`config.mk`:
```
export PLATFORM = sky130hd
export DESIGN_NAME = accel_filter
export DESIGN_NICKNAME = d
export VERILOG_FILES = /design/src/rtl/accel_filter.sv
export SDC_FILE = /design/constraint.sdc
export NUM_CORES = 1
export LEC_CHECK = 0
export ABC_CLOCK_PERIOD_IN_PS = 7300
export CAP_MARGIN = 20
export CORE_AREA = 2 2 176 178
export CTS_BUF_LIST = sky130_fd_sc_hd__clkbuf_16
export DETAILED_ROUTE_END_ITERATION = 6
export DIE_AREA = 0 0 178 180
export GPL_ROUTABILITY_DRIVEN = 0
export PLACE_DENSITY = 0.62
export SLEW_MARGIN = 40
export SYNTH_ARGS = -nofsm -noshare
export SYNTH_HDL_FRONTEND = slang
export SYNTH_SLANG_ARGS = --single-unit
```
`constraint.sdc`:
```
create_clock -name clock -period 7.3 [get_ports clock]
set_clock_uncertainty 0.1 [all_clocks]
set_input_delay 1.095 -clock clock [delete_from_list [all_inputs] [get_ports clock]]
set_output_delay 1.095 -clock clock [all_outputs]
set_load 0.03 [all_outputs]
```
`src/rtl/accel_filter.sv`:
```
// Accelerometer Y-axis conditioning: resynchronise, stability-qualify, moving-average,
// deadband, then publish a signed tilt value with a one-cycle valid pulse.
module accel_filter #(
    parameter int STABLE_CYCLES  = 4,
    parameter int REFRESH_CYCLES = 400000,
    parameter int LOG2_DEPTH     = 3,
    parameter int DEADBAND       = 64
) (
    input  logic        clock,
    input  logic        reset,
    input  logic [15:0] raw_data,
    output logic [15:0] accel_out,
    output logic        accel_valid,
    output logic [1:0]  tilt,
    output logic        window_full
);
    localparam int DEPTH = 1 << LOG2_DEPTH;
    localparam int SW    = 16 + LOG2_DEPTH;
    localparam int STW   = $clog2(STABLE_CYCLES + 1);
    localparam int RFW   = (REFRESH_CYCLES > 1) ? $clog2(REFRESH_CYCLES) : 1;
    localparam int FW    = LOG2_DEPTH + 1;

    localparam logic signed [SW-1:0] DB_POS = SW'(DEADBAND);
    localparam logic signed [SW-1:0] DB_NEG = -DB_POS;

    localparam logic [1:0] TILT_CENTRE = 2'b00;
    localparam logic [1:0] TILT_RIGHT  = 2'b01;
    localparam logic [1:0] TILT_LEFT   = 2'b10;

    logic [15:0]           r_s1, r_s2, r_hold;
    logic [STW-1:0]        r_stab;
    logic [RFW-1:0]        r_ref;
    logic signed [15:0]    r_buf [DEPTH];
    logic [LOG2_DEPTH-1:0] r_wr;
    logic [FW-1:0]         r_fill;
    logic signed [SW-1:0]  r_sum;
    logic                  r_full;
    logic                  r_acc_d;

    logic                  w_same, w_first, w_refresh, w_acc;
    logic signed [SW-1:0]  w_old, w_new, w_avg;

    assign w_same    = (r_s2 == r_hold);
    assign w_first   = w_same && (r_stab == STW'(STABLE_CYCLES - 1));
    // A change on s2 clears w_same, so a coincident refresh is cancelled.
    assign w_refresh = w_same && (r_stab == STW'(STABLE_CYCLES))
                              && (r_ref == RFW'(REFRESH_CYCLES - 1));
    assign w_acc     = w_first || w_refresh;

    assign w_old = $signed({{LOG2_DEPTH{r_buf[r_wr][15]}}, r_buf[r_wr]});
    assign w_new = $signed({{LOG2_DEPTH{r_s2[15]}}, r_s2});
    assign w_avg = r_sum >>> LOG2_DEPTH;

    assign window_full = r_full;

    always_ff @(posedge clock or posedge reset) begin
        if (reset) begin
            r_s1   <= '0;
            r_s2   <= '0;
            r_hold <= '0;
            r_stab <= '0;
            r_ref  <= '0;
        end else begin
            r_s1   <= raw_data;
            r_s2   <= r_s1;
            r_hold <= r_s2;
            if (!w_same) begin
                r_stab <= '0;
                r_ref  <= '0;
            end else if (r_stab != STW'(STABLE_CYCLES)) begin
                r_stab <= r_stab + STW'(1);
            end else if (w_refresh) begin
                r_ref <= '0;
            end else begin
                r_ref <= r_ref + RFW'(1);
            end
        end
    end

    // Running sum tracks the window contents; empty slots hold zero.
    always_ff @(posedge clock or posedge reset) begin
        if (reset) begin
            for (int i = 0; i < DEPTH; i++) r_buf[i] <= '0;
            r_wr    <= '0;
            r_fill  <= '0;
            r_sum   <= '0;
            r_full  <= 1'b0;
            r_acc_d <= 1'b0;
        end else begin
            r_acc_d <= w_acc;
            if (w_acc) begin
                r_sum       <= r_sum - w_old + w_new;
                r_buf[r_wr] <= $signed(r_s2);
                r_wr        <= r_wr + LOG2_DEPTH'(1);
                if (r_fill != FW'(DEPTH)) r_fill <= r_fill + FW'(1);
                if (r_fill == FW'(DEPTH - 1)) r_full <= 1'b1;
            end
        end
    end

    always_ff @(posedge clock or posedge reset) begin
        if (reset) begin
            accel_out   <= '0;
            accel_valid <= 1'b0;
            tilt        <= TILT_CENTRE;
        end else begin
            accel_valid <= r_acc_d;
            if (r_acc_d) begin
                if (w_avg >= DB_POS) begin
                    accel_out <= w_avg[15:0];
                    tilt      <= TILT_RIGHT;
                end else if (w_avg <= DB_NEG) begin
                    accel_out <= w_avg[15:0];
                    tilt      <= TILT_LEFT;
                end else begin
                    accel_out <= '0;
                    tilt      <= TILT_CENTRE;
                end
            end
        end
    end
endmodule

```
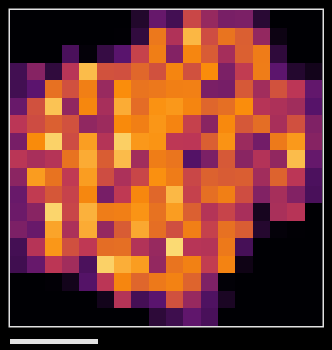
util_map.png
Bar = 50 um. 18 x 18 tiles, from black (low) to pale yellow (high), 0 to 100% covered.
mean over tiles = 41%
emptiest ninth of the die = lower right
fullest tile = 92%
nearly empty tiles = 22%
tiles over 75% full = 11%
densest ninth of the die = center

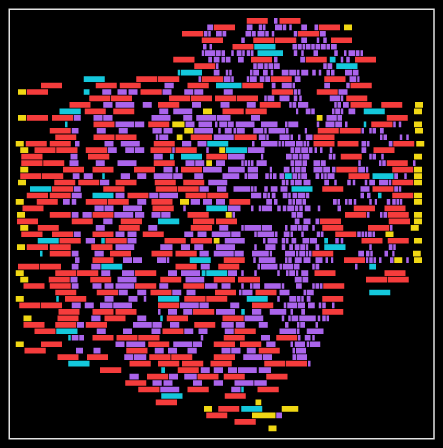
class_map.png
yellow -> remaining buffers and delay cells  # cells 50, share of their area 4.0%
cyan -> clock drivers and dummy loads  # cells 49, share of their area 6.4%
purple -> remaining logic cells  # cells 658, share of their area 43%
red -> registers  # cells 245, share of their area 47%

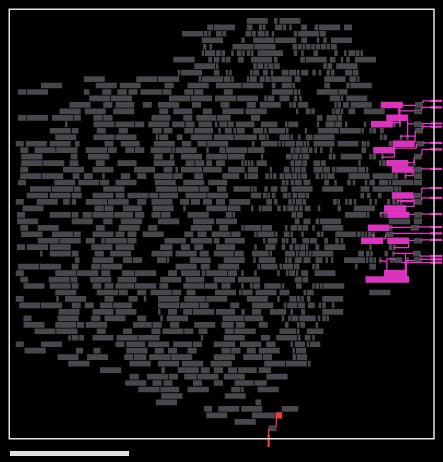
port_trees.png
Bar = 50 um.
red -> `reset`  # direction input, end cells 1, buffers 1, wire 7.70 um
magenta -> `accel_out`  # direction output, end cells 16, buffers 16, wire 296 um

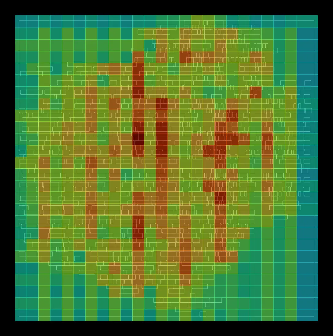
congestion_map.png
utilization after layout: 44.8%
highest-utilization routing layer at the global route stage: met1
Global Route met1 Usage: 23.9%
met2 track demand over resource in global routing: 23.9%
met3 global-route usage: 2.20%

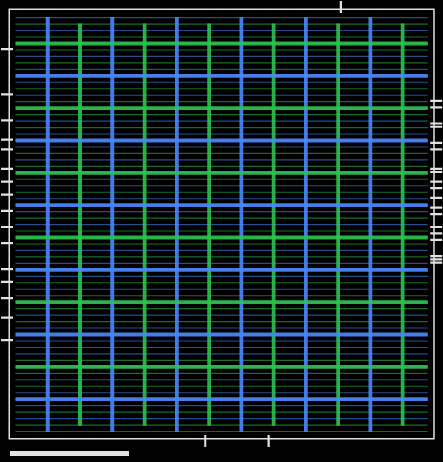
floorplan.png
Bar = 50 um. Pins as bars on the die edge.
blue -> VSS
green -> VDD
rows = 64
met1 rails = 65
met4 straps = 12
signal pins = 38
met5 straps = 12

==> summary.txt <==
yosys + openroad results -> drt pass-1 iters 4, area figure in the yosys stat output around 12000 um2, share of Yosys cell area claimed by the top area cell type 51.3%, most frequent cell after synthesis sky130_fd_sc_hd__dfrtp_1, crit start category flop, cts bufs inserted 27, number of diodes 0, tally of nets with antenna violations remaining after routing 0, highest achievable clock rate 0.211 GHz, share of layout cells above drive strength 1 24.9%, post-synthesis sequential area ratio 51.3%, multi-input combinational cell area 5160 um2, most common library cells after synthesis 245 x sky130_fd_sc_hd__dfrtp_1, 137 x sky130_fd_sc_hd__mux2_2, 102 x sky130_fd_sc_hd__inv_1, master of the slowest instance on the critical path sky130_fd_sc_hd__dfrtp_2, layout buffer count excluding clock buffers about 50, Cell Rows 64, post-synthesis simple-gate area fraction slightly below 8%, kind of cell adding the most delay to the critical path multiplexers, RR Startpoint r_wr[0]$_DFFE_PP0P_, Final Hold Slack roughly 250 ps, CTS tree yes, core utilization before placement between 30 and 40%, Synth Warn # 0, number of enable-type register cells in the synthesized netlist 0, transition time of the tightest slew-check pin about 770 ps, logic gate fraction of the total cell area 38.1%, insertion delay at the late pin of the worst-skew pair around 530 ps, required time of the worst setup path 7610 ps, OpenROAD warning count 31, crit end category flop, worst path setup slack after routing 2560 ps, register cell area after layout slightly above 6000 um2, number of flip-flops under the largest register name 128, routed length per instance around 17 um, shortest clock period the worst path allows after layout ~4700 ps, die area 32000 um2, clock tree cell share of total cell area 6.19%, flip-flop and latch share of the layout cell area 45.3%, per-cell via count in the routed design just over 5, CP Capture Point r_sum[18]$_DFFE_PP0P_, data-path buffer share of cell area in the final layout 3.84%, overall power after layout 2820 uW, yosys adder share 5.85%, total number of multi-input combinational cells about 560, post-placement cell count 1349, Top Layer Used met4, number of library cell types mapped by synthesis 59, cell area after synthesis 11900 um2, Critical Path Fanout Max 22, met2 routed wirelength 10.5 mm, CP dominant cell by count sky130_fd_sc_hd__mux2_2, dominant kind of cell by area registers, Setup TNS Final 0 ps, Final Hold Viols 0, Synthesized Nets 1019, detailed placement HPWL about 16 mm, global-route wire length before repair ~40 mm, horizontal die size approximately 180 um, most area-consuming cells after synthesis sky130_fd_sc_hd__dfrtp_1 51%, sky130_fd_sc_hd__mux2_2 13%, sky130_fd_sc_hd__mux4_2 6.0%, proportion of register bits with asynchronous set or reset after synthesis 100%, FF-to-FF End r_sum[18]$_DFFE_PP0P_, worst setup path startpoint r_wr[0]$_DFFE_PP0P_, post-synthesis cell count 956, vias 7141, power per cell area 209 nW/um2, wire length reported by the detailed router 23.8 mm, hold path depth 0, register name with the most flops r_buf, number of logic inverters in the finished layout a little over 100, status completed, total routing usage reported by global routing 15.8%, number of global-route vias before repair 7391, antenna violations before repair 0, depth of the most critical reg-to-reg path 11, headroom to the max-slew limit 48.7%, Reg clk slew, reported paths 60 ps, total number of H-tree levels 1, share of the cycle needed by the critical path after routing around two thirds, # port buffers 37, mean post-synth cell area 12.5 um2, synthesis-to-layout area growth 13.3%, Post-CTS Setup Inserts 0, total number of tap cells 396, setup-violating endpoint count in the final report 0, clock buf count 27, Flops 245, leading registers by flop count r_buf x128, r_ref x19, r_sum x19, RSZ-0062 raised after global routing false, number of standard cells reported by yosys 956, total of max-cap violations 0, Final Slew Violations 0, die height 180 um, area share of and-or/or-and cells after synthesis 6.09%, Ports 38, Data arrival, critical path 5050 ps, worst hold-check path type flop to flop, # resized after CTS 0, combined buffer and inverter count along the critical path 2, DRC violations left 0, register bit total from synthesis 245, cell at the root of the clock tree sky130_fd_sc_hd__clkbuf_16, area share of xor/xnor cells in the synthesized design under 10%, hold buffers post-CTS 0, filler-free cell count of the finished design 1398, filler instances 2748, cell accounting for the most synthesized area sky130_fd_sc_hd__dfrtp_1, Sink Count between 200 and 250
cells in the final DEF (no fill, tap or decap), drive strengths merged, types with 10 or more instances in the layout:
| cell type | count |
|---|---|
| a21o | 14 |
| clkdlybuf4s50 | 37 |
| a21oi | 15 |
| o21ai | 57 |
| xor2 | 22 |
| buf | 13 |
| mux2 | 147 |
| nor2 | 21 |
| fa | 18 |
| xnor2 | 19 |
| inv | 105 |
| ha | 27 |
| nand4 | 10 |
| dfrtp | 245 |
| nor3 | 13 |
| clkinv | 15 |
| nand2 | 64 |
| clkbuf | 27 |
| mux4 | 32 |
| nand3 | 17 |
where the power goes:
group / internal (uW) / switching (uW)
Sequential: 1370 / 18.2
Combinational: 56.1 / 88.5
Clock: 742 / 547
Total: 2170 / 654
Power and IR drop assume default switching activity.
